The metal 1 layer:
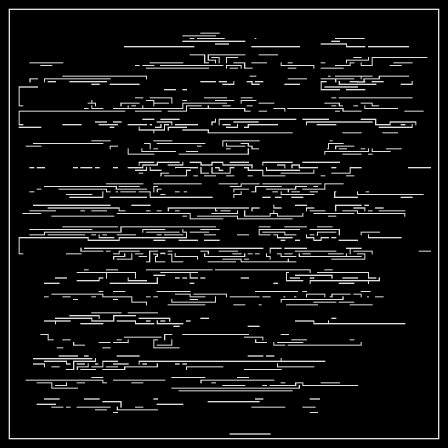
Met2 routing:
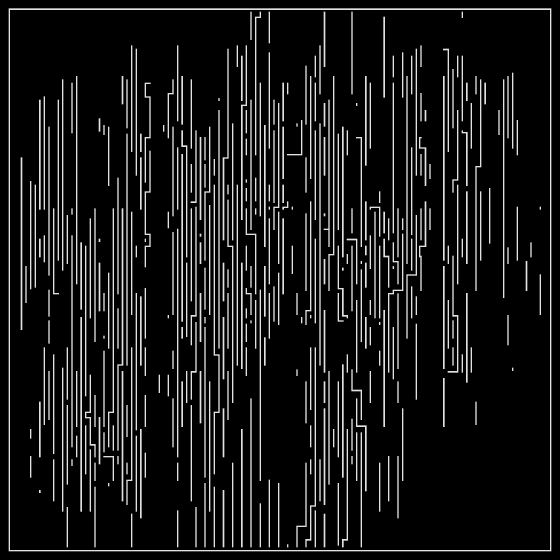
Metal 3:
Scale bar: 20 microns. Cells faint in the background.
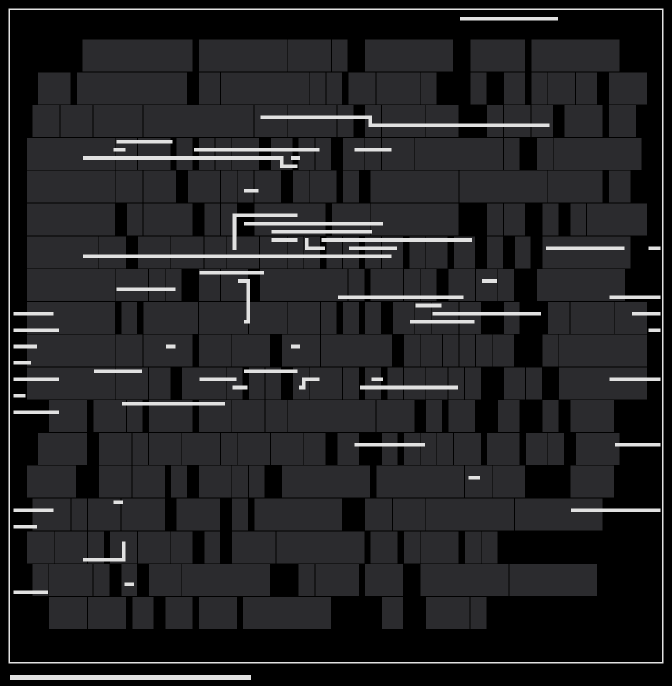
Signal wires on met4:
Scale bar: 20 microns.
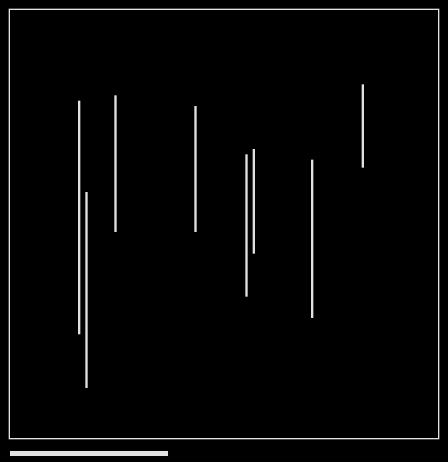
Congestion heat map:
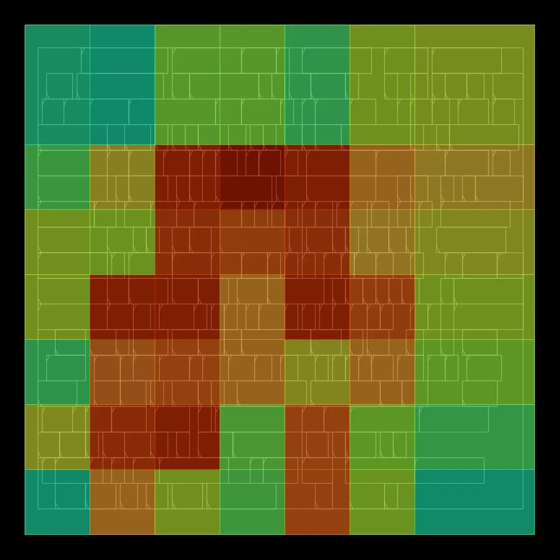
**config.mk**
```make
export PLATFORM = sky130hd
export DESIGN_NAME = mips_multicycle_control
export DESIGN_NICKNAME = d
export VERILOG_FILES = /design/src/rtl/mips_ctrl_pkg.sv /design/src/rtl/mc_opcode_decode.sv /design/src/rtl/mips_multicycle_control.sv
export SDC_FILE = /design/constraint.sdc
export NUM_CORES = 1
export LEC_CHECK = 0
export ABC_AREA = 1
export CAP_MARGIN = 40
export CORE_UTILIZATION = 40
export DETAILED_ROUTE_END_ITERATION = 10
export PLACE_DENSITY = 0.76
export REMOVE_ABC_BUFFERS = 1
export SLEW_MARGIN = 15
export SYNTH_ARGS = -nofsm -noshare
export SYNTH_HDL_FRONTEND = slang
export SYNTH_SLANG_ARGS = --single-unit
```
**constraint.sdc**
```tcl
create_clock -name clk -period 2.5 [get_ports clk]
set_input_delay 0.375 -clock clk [delete_from_list [all_inputs] [get_ports clk]]
set_output_delay 0.375 -clock clk [all_outputs]
set_load 0.05 [all_outputs]
```
**src/rtl/mips_ctrl_pkg.sv**
```systemverilog
// Shared encodings for the multicycle MIPS control unit: opcodes, functs,
// FSM states, ALU operation codes, datapath mux selects, instruction classes.
package mips_ctrl_pkg;

  // Primary opcodes (IR[31:26])
  localparam logic [5:0] OP_RTYPE = 6'h00;
  localparam logic [5:0] OP_J     = 6'h02;
  localparam logic [5:0] OP_JAL   = 6'h03;
  localparam logic [5:0] OP_BEQ   = 6'h04;
  localparam logic [5:0] OP_BNE   = 6'h05;
  localparam logic [5:0] OP_ADDI  = 6'h08;
  localparam logic [5:0] OP_ADDIU = 6'h09;
  localparam logic [5:0] OP_SLTI  = 6'h0A;
  localparam logic [5:0] OP_SLTIU = 6'h0B;
  localparam logic [5:0] OP_ANDI  = 6'h0C;
  localparam logic [5:0] OP_ORI   = 6'h0D;
  localparam logic [5:0] OP_LUI   = 6'h0F;
  localparam logic [5:0] OP_LB    = 6'h20;
  localparam logic [5:0] OP_LH    = 6'h21;
  localparam logic [5:0] OP_LW    = 6'h23;
  localparam logic [5:0] OP_LBU   = 6'h24;
  localparam logic [5:0] OP_LHU   = 6'h25;
  localparam logic [5:0] OP_SB    = 6'h28;
  localparam logic [5:0] OP_SH    = 6'h29;
  localparam logic [5:0] OP_SW    = 6'h2B;

  // R-type function field of interest
  localparam logic [5:0] FUNCT_JR = 6'h08;

  // ALU operation codes; anything above FUNCT is an I-type opcode passthrough
  localparam logic [5:0] ALUOP_ADD   = 6'd0;
  localparam logic [5:0] ALUOP_SUB   = 6'd1;
  localparam logic [5:0] ALUOP_FUNCT = 6'd2;

  // pc_src selects
  localparam logic [1:0] PC_SRC_ALU    = 2'd0;
  localparam logic [1:0] PC_SRC_ALUOUT = 2'd1;
  localparam logic [1:0] PC_SRC_JUMP   = 2'd2;
  localparam logic [1:0] PC_SRC_RS     = 2'd3;

  // alu_src_b selects
  localparam logic [1:0] ALUB_RT     = 2'd0;
  localparam logic [1:0] ALUB_FOUR   = 2'd1;
  localparam logic [1:0] ALUB_IMM    = 2'd2;
  localparam logic [1:0] ALUB_IMM_SH = 2'd3;

  // reg_dst selects
  localparam logic [1:0] REGDST_RT = 2'd0;
  localparam logic [1:0] REGDST_RD = 2'd1;
  localparam logic [1:0] REGDST_RA = 2'd2;

  // mem_to_reg selects
  localparam logic [1:0] M2R_ALUOUT = 2'd0;
  localparam logic [1:0] M2R_MDR    = 2'd1;
  localparam logic [1:0] M2R_PC     = 2'd2;

  // FSM state encodings (visible on state_o)
  typedef enum logic [3:0] {
    S_FETCH  = 4'd0,
    S_DECODE = 4'd1,
    S_ADDR   = 4'd2,
    S_MEMRD  = 4'd3,
    S_MEMWR  = 4'd4,
    S_MEMWB  = 4'd5,
    S_EXEC   = 4'd6,
    S_ALUWB  = 4'd7,
    S_BRANCH = 4'd8,
    S_JUMP   = 4'd9,
    S_ERR    = 4'd10
  } state_t;

  // Instruction classes produced by the opcode decoder
  typedef enum logic [3:0] {
    CLS_ILLEGAL = 4'd0,
    CLS_RALU    = 4'd1,
    CLS_IALU    = 4'd2,
    CLS_LOAD    = 4'd3,
    CLS_STORE   = 4'd4,
    CLS_BRANCH  = 4'd5,
    CLS_J       = 4'd6,
    CLS_JAL     = 4'd7,
    CLS_JR      = 4'd8
  } instr_class_t;

  // States that drive the memory port and are subject to the wait-state timeout
  function automatic logic is_access_state(input state_t s);
    return (s == S_FETCH) || (s == S_MEMRD) || (s == S_MEMWR);
  endfunction

endpackage

```
**src/rtl/mc_opcode_decode.sv**
```systemverilog
// Combinational opcode/funct decoder: classifies the instruction held in IR
// and supplies the ALU operation used by EXEC.
module mc_opcode_decode
  import mips_ctrl_pkg::*;
#(
  parameter int ALUOP_W = 6,
  parameter bit LINK_EN = 1'b1
) (
  input  logic [5:0]         opcode,
  input  logic [5:0]         funct,
  output instr_class_t       iclass,
  output logic [ALUOP_W-1:0] alu_op
);

  // Map opcode/funct to an instruction class and ALU operation
  always_comb begin
    iclass = CLS_ILLEGAL;
    alu_op = ALUOP_W'(opcode);
    case (opcode)
      OP_RTYPE: begin
        iclass = (funct == FUNCT_JR) ? CLS_JR : CLS_RALU;
        alu_op = ALUOP_W'(ALUOP_FUNCT);
      end
      OP_ADDI: begin
        iclass = CLS_IALU;
        alu_op = ALUOP_W'(ALUOP_ADD);
      end
      OP_ADDIU, OP_SLTI, OP_SLTIU, OP_ANDI, OP_ORI, OP_LUI: begin
        iclass = CLS_IALU;
        alu_op = ALUOP_W'(opcode);
      end
      OP_LW, OP_LH, OP_LHU, OP_LB, OP_LBU: begin
        iclass = CLS_LOAD;
        alu_op = ALUOP_W'(ALUOP_ADD);
      end
      OP_SW, OP_SH, OP_SB: begin
        iclass = CLS_STORE;
        alu_op = ALUOP_W'(ALUOP_ADD);
      end
      OP_BEQ, OP_BNE: begin
        iclass = CLS_BRANCH;
        alu_op = ALUOP_W'(ALUOP_SUB);
      end
      OP_J: begin
        iclass = CLS_J;
        alu_op = ALUOP_W'(ALUOP_ADD);
      end
      OP_JAL: begin
        // Without link support JAL would corrupt $ra handling, so reject it
        iclass = LINK_EN ? CLS_JAL : CLS_ILLEGAL;
        alu_op = ALUOP_W'(ALUOP_ADD);
      end
      default: begin
        iclass = CLS_ILLEGAL;
        alu_op = ALUOP_W'(ALUOP_ADD);
      end
    endcase
  end

endmodule

```
**src/rtl/mips_multicycle_control.sv**
```systemverilog
// Multicycle MIPS control FSM: sequences FETCH/DECODE/EXEC/MEM/WB, handles
// the memory req/ready handshake with a wait-state timeout, and drives the
// datapath strobes and mux selects.
module mips_multicycle_control
  import mips_ctrl_pkg::*;
#(
  parameter int ALUOP_W     = 6,
  parameter int MEM_TIMEOUT = 16,
  parameter bit LINK_EN     = 1'b1
) (
  input  logic               clk,
  input  logic               rst,
  input  logic [5:0]         opcode,
  input  logic [5:0]         funct,
  input  logic               alu_zero,
  input  logic               mem_ready,
  output logic               mem_req,
  output logic               mem_we,
  output logic               iord,
  output logic               ir_write,
  output logic               pc_write,
  output logic               pc_write_cond,
  output logic               branch_ne,
  output logic [1:0]         pc_src,
  output logic               alu_src_a,
  output logic [1:0]         alu_src_b,
  output logic [ALUOP_W-1:0] alu_op,
  output logic               reg_write,
  output logic [1:0]         reg_dst,
  output logic [1:0]         mem_to_reg,
  output logic               illegal_op,
  output logic               timeout_err,
  output logic [3:0]         state_o
);

  localparam int CNT_W = $clog2(MEM_TIMEOUT + 1);
  localparam logic [CNT_W-1:0] CNT_MAX = CNT_W'(MEM_TIMEOUT);

  state_t             state_q, state_d;
  logic [CNT_W-1:0]   wait_cnt_q, wait_cnt_d;
  logic               timeout_err_q, timeout_err_d;
  logic               timed_out_s;
  instr_class_t       iclass_s;
  logic [ALUOP_W-1:0] dec_alu_op_s;

  // The branch decision is taken in the datapath from alu_zero and branch_ne;
  // the port is kept so the control unit drops into the existing interface.
  logic unused_alu_zero_s;
  assign unused_alu_zero_s = alu_zero;

  mc_opcode_decode #(
    .ALUOP_W (ALUOP_W),
    .LINK_EN (LINK_EN)
  ) u_decode (
    .opcode (opcode),
    .funct  (funct),
    .iclass (iclass_s),
    .alu_op (dec_alu_op_s)
  );

  // Memory wait budget exhausted and the access still not acknowledged
  assign timed_out_s = (wait_cnt_q == CNT_MAX) && !mem_ready;

  // State, wait counter and sticky timeout flag registers
  always_ff @(posedge clk) begin
    if (rst) begin
      state_q       <= S_FETCH;
      wait_cnt_q    <= '0;
      timeout_err_q <= 1'b0;
    end else begin
      state_q       <= state_d;
      wait_cnt_q    <= wait_cnt_d;
      timeout_err_q <= timeout_err_d;
    end
  end

  // Next-state, wait counter and timeout flag logic
  always_comb begin
    state_d = state_q;
    case (state_q)
      S_FETCH: begin
        if (mem_ready)        state_d = S_DECODE;
        else if (timed_out_s) state_d = S_ERR;
        else                  state_d = S_FETCH;
      end
      S_DECODE: begin
        case (iclass_s)
          CLS_RALU, CLS_IALU:      state_d = S_EXEC;
          CLS_LOAD, CLS_STORE:     state_d = S_ADDR;
          CLS_BRANCH:              state_d = S_BRANCH;
          CLS_J, CLS_JAL, CLS_JR:  state_d = S_JUMP;
          default:                 state_d = S_FETCH;
        endcase
      end
      S_ADDR:   state_d = (iclass_s == CLS_LOAD) ? S_MEMRD : S_MEMWR;
      S_MEMRD: begin
        if (mem_ready)        state_d = S_MEMWB;
        else if (timed_out_s) state_d = S_ERR;
        else                  state_d = S_MEMRD;
      end
      S_MEMWR: begin
        if (mem_ready)        state_d = S_FETCH;
        else if (timed_out_s) state_d = S_ERR;
        else                  state_d = S_MEMWR;
      end
      S_EXEC:   state_d = S_ALUWB;
      S_MEMWB,
      S_ALUWB,
      S_BRANCH,
      S_JUMP:   state_d = S_FETCH;
      S_ERR:    state_d = S_ERR;
      default:  state_d = S_FETCH;
    endcase

    // Counter only runs while an access waits; any acknowledge or leaving the
    // access states returns it to zero, so each access starts from a clean count.
    if (is_access_state(state_q) && !mem_ready) begin
      wait_cnt_d = (wait_cnt_q == CNT_MAX) ? wait_cnt_q : wait_cnt_q + CNT_W'(1);
    end else begin
      wait_cnt_d = '0;
    end

    timeout_err_d = timeout_err_q | (state_d == S_ERR);
  end

  // Moore outputs per state; FETCH strobes gated by mem_ready; all held low in reset
  always_comb begin
    mem_req       = 1'b0;
    mem_we        = 1'b0;
    iord          = 1'b0;
    ir_write      = 1'b0;
    pc_write      = 1'b0;
    pc_write_cond = 1'b0;
    branch_ne     = 1'b0;
    pc_src        = PC_SRC_ALU;
    alu_src_a     = 1'b0;
    alu_src_b     = ALUB_RT;
    alu_op        = ALUOP_W'(ALUOP_ADD);
    reg_write     = 1'b0;
    reg_dst       = REGDST_RT;
    mem_to_reg    = M2R_ALUOUT;
    illegal_op    = 1'b0;
    if (!rst) begin
      case (state_q)
        S_FETCH: begin
          mem_req   = 1'b1;
          alu_src_b = ALUB_FOUR;
          ir_write  = mem_ready;
          pc_write  = mem_ready;
          pc_src    = PC_SRC_ALU;
        end
        S_DECODE: begin
          alu_src_b  = ALUB_IMM_SH;
          illegal_op = (iclass_s == CLS_ILLEGAL);
        end
        S_ADDR: begin
          alu_src_a = 1'b1;
          alu_src_b = ALUB_IMM;
        end
        S_MEMRD: begin
          mem_req = 1'b1;
          iord    = 1'b1;
        end
        S_MEMWR: begin
          mem_req = 1'b1;
          iord    = 1'b1;
          mem_we  = 1'b1;
        end
        S_MEMWB: begin
          reg_write  = 1'b1;
          reg_dst    = REGDST_RT;
          mem_to_reg = M2R_MDR;
        end
        S_EXEC: begin
          alu_src_a = 1'b1;
          alu_src_b = (iclass_s == CLS_RALU) ? ALUB_RT : ALUB_IMM;
          alu_op    = dec_alu_op_s;
        end
        S_ALUWB: begin
          reg_write = 1'b1;
          reg_dst   = (iclass_s == CLS_RALU) ? REGDST_RD : REGDST_RT;
        end
        S_BRANCH: begin
          alu_src_a     = 1'b1;
          alu_src_b     = ALUB_RT;
          alu_op        = ALUOP_W'(ALUOP_SUB);
          pc_write_cond = 1'b1;
          pc_src        = PC_SRC_ALUOUT;
          branch_ne     = (opcode == OP_BNE);
        end
        S_JUMP: begin
          pc_write = 1'b1;
          case (iclass_s)
            CLS_JR:  pc_src = PC_SRC_RS;
            CLS_JAL: begin
              pc_src     = PC_SRC_JUMP;
              reg_write  = 1'b1;
              reg_dst    = REGDST_RA;
              mem_to_reg = M2R_PC;
            end
            default: pc_src = PC_SRC_JUMP;
          endcase
        end
        default: begin
          // ERR and unused encodings: every strobe stays low
          mem_req = 1'b0;
        end
      endcase
    end else begin
      mem_req = 1'b0;
    end
  end

  assign timeout_err = timeout_err_q;
  assign state_o     = state_q;

endmodule

```
==> run notes <==
yosys + openroad results -> status completed, kind of end point of the critical path primary output, final hold slack 0.461 ns, top routing layer in use met4, root buffer cell clkbuf_4, HPWL after DPL 3.13 mm, H-Tree Depth 1, Mapped Area 0.00109 sq mm, logic area 885 sq um, Non-clk bufs 70, flop share of the area 0.0950, Die W 54.1 microns, maximum resistive drop on vdd 0.000340 V, initial antenna violation count 0, DR pass1 iterations 5, number of I/O port buffers 41, share of layout cells above drive strength 1 0.395, P_comb 0.266 mW, P_clk 0.154 mW, Post-Syn Area per Cell 5.90 sq um, # diodes 0, Fillers 157, Reg2Reg Depth 10, Clock Power Share 0.260, logic share of the area 0.420, num ports 45, Flop pwr share 0.290, CP arrival 2.11 ns, Fin. Hold Viols 0, WL met3 276 microns, post-synthesis to final-layout area growth 94.0%, ys flops 10, clkbuf count 4, vias per cell 5.46, Worst Hold End timeout_err$_SDFF_PP0_, setup violators final 0, MI comb cells 142, routing usage on met1 0.316, row cnt 18, Placed Area 0.00194 sq mm, Psw 0.227 mW, GRT Util Overall 0.309, FF/Latch Area 200 sq um, Slew Limit Fails 0, Crit path largest cell delay 0.29 ns, worst min path class reg -> reg, M2 GR Usage 0.593, hold buffers post-CTS 0, CP Buf/Inv Count 5, WL/cell 15.0 microns, worst setup margin 0.0183 ns, Leakage 1.01 nW, crit-path leading delay family buffers and inverters, yosys stat chip area 0.00109 sq mm, synth unique cells 31, Worst-Skew Late Latency 0.28 ns, Sw Share 0.384, Pint 0.365 mW, slowest stage cell, crit path o211ai_1, Largest register FFs 5, number of warnings in the stage logs 31, CTS Buf Count 3, Final min period 2.48 ns, Power Density 281 mW/mm^2, DP Cell Count 280, design area 0.00211 sq mm, Top FF cell, synth dfxtp_1, GRT met3 Usage 0.0621, HP Start timeout_err$_SDFF_PP0_, crit path max fanout 3
Notes on 'the metal 1 layer' above:
main direction = horizontal
nets with wire on the layer = 249
longest straight run = 23.5 microns
wire length on this layer = 1600 microns
share of all routed wire = 37%

Notes on 'met2 routing' above:
nets with wire on the layer = 244
share of all routed wire = 53%

Notes on 'metal 3' above:
wire length on this layer = 276 microns
longest straight run = 25.3 microns
nets with wire on the layer = 48
share of all routed wire = 6.4%
main direction = horizontal

Notes on 'signal wires on met4' above:
wire length on this layer = 147 microns
share of all routed wire = 3.4%
longest straight run = 29.2 microns
DR vias: 1562
final wirelength: 4.30 mm

Notes on 'congestion heat map' above:
most used routing layer: met2
Util after Layout: 0.835

-- Yosys cell counts, types with 2 or more instances --
library cell	number	area [sq um]
buf_4	2	15.0
nand3_1	12	60.1
nor3_1	6	30.0
dfxtp_1	10	200
nand4_1	7	43.8
nor2_1	27	101
inv_1	23	86.3
a21oi_1	12	60.1
nor2_2	6	37.5
inv_2	7	26.3
nand3_2	4	40.0
o21ai_0	5	25.0
nand2_1	38	143
xor2_1	2	17.5
ha_1	6	75.1
nor2_4	2	22.5
-- cell families after synthesis --
kind of cell | count (synthesis) | synth area share
AND/OR/NAND/NOR | 106 | 0.463
buffers and inverters | 33 | 0.121
AND-OR/OR-AND | 26 | 0.143
flip-flops | 10 | 0.184
adder cells (fa/ha/maj) | 6 | 0.0691
XOR/XNOR | 2 | 0.0161
other | 1 | 0.00345
Power is estimated from default activity; no workload was simulated.
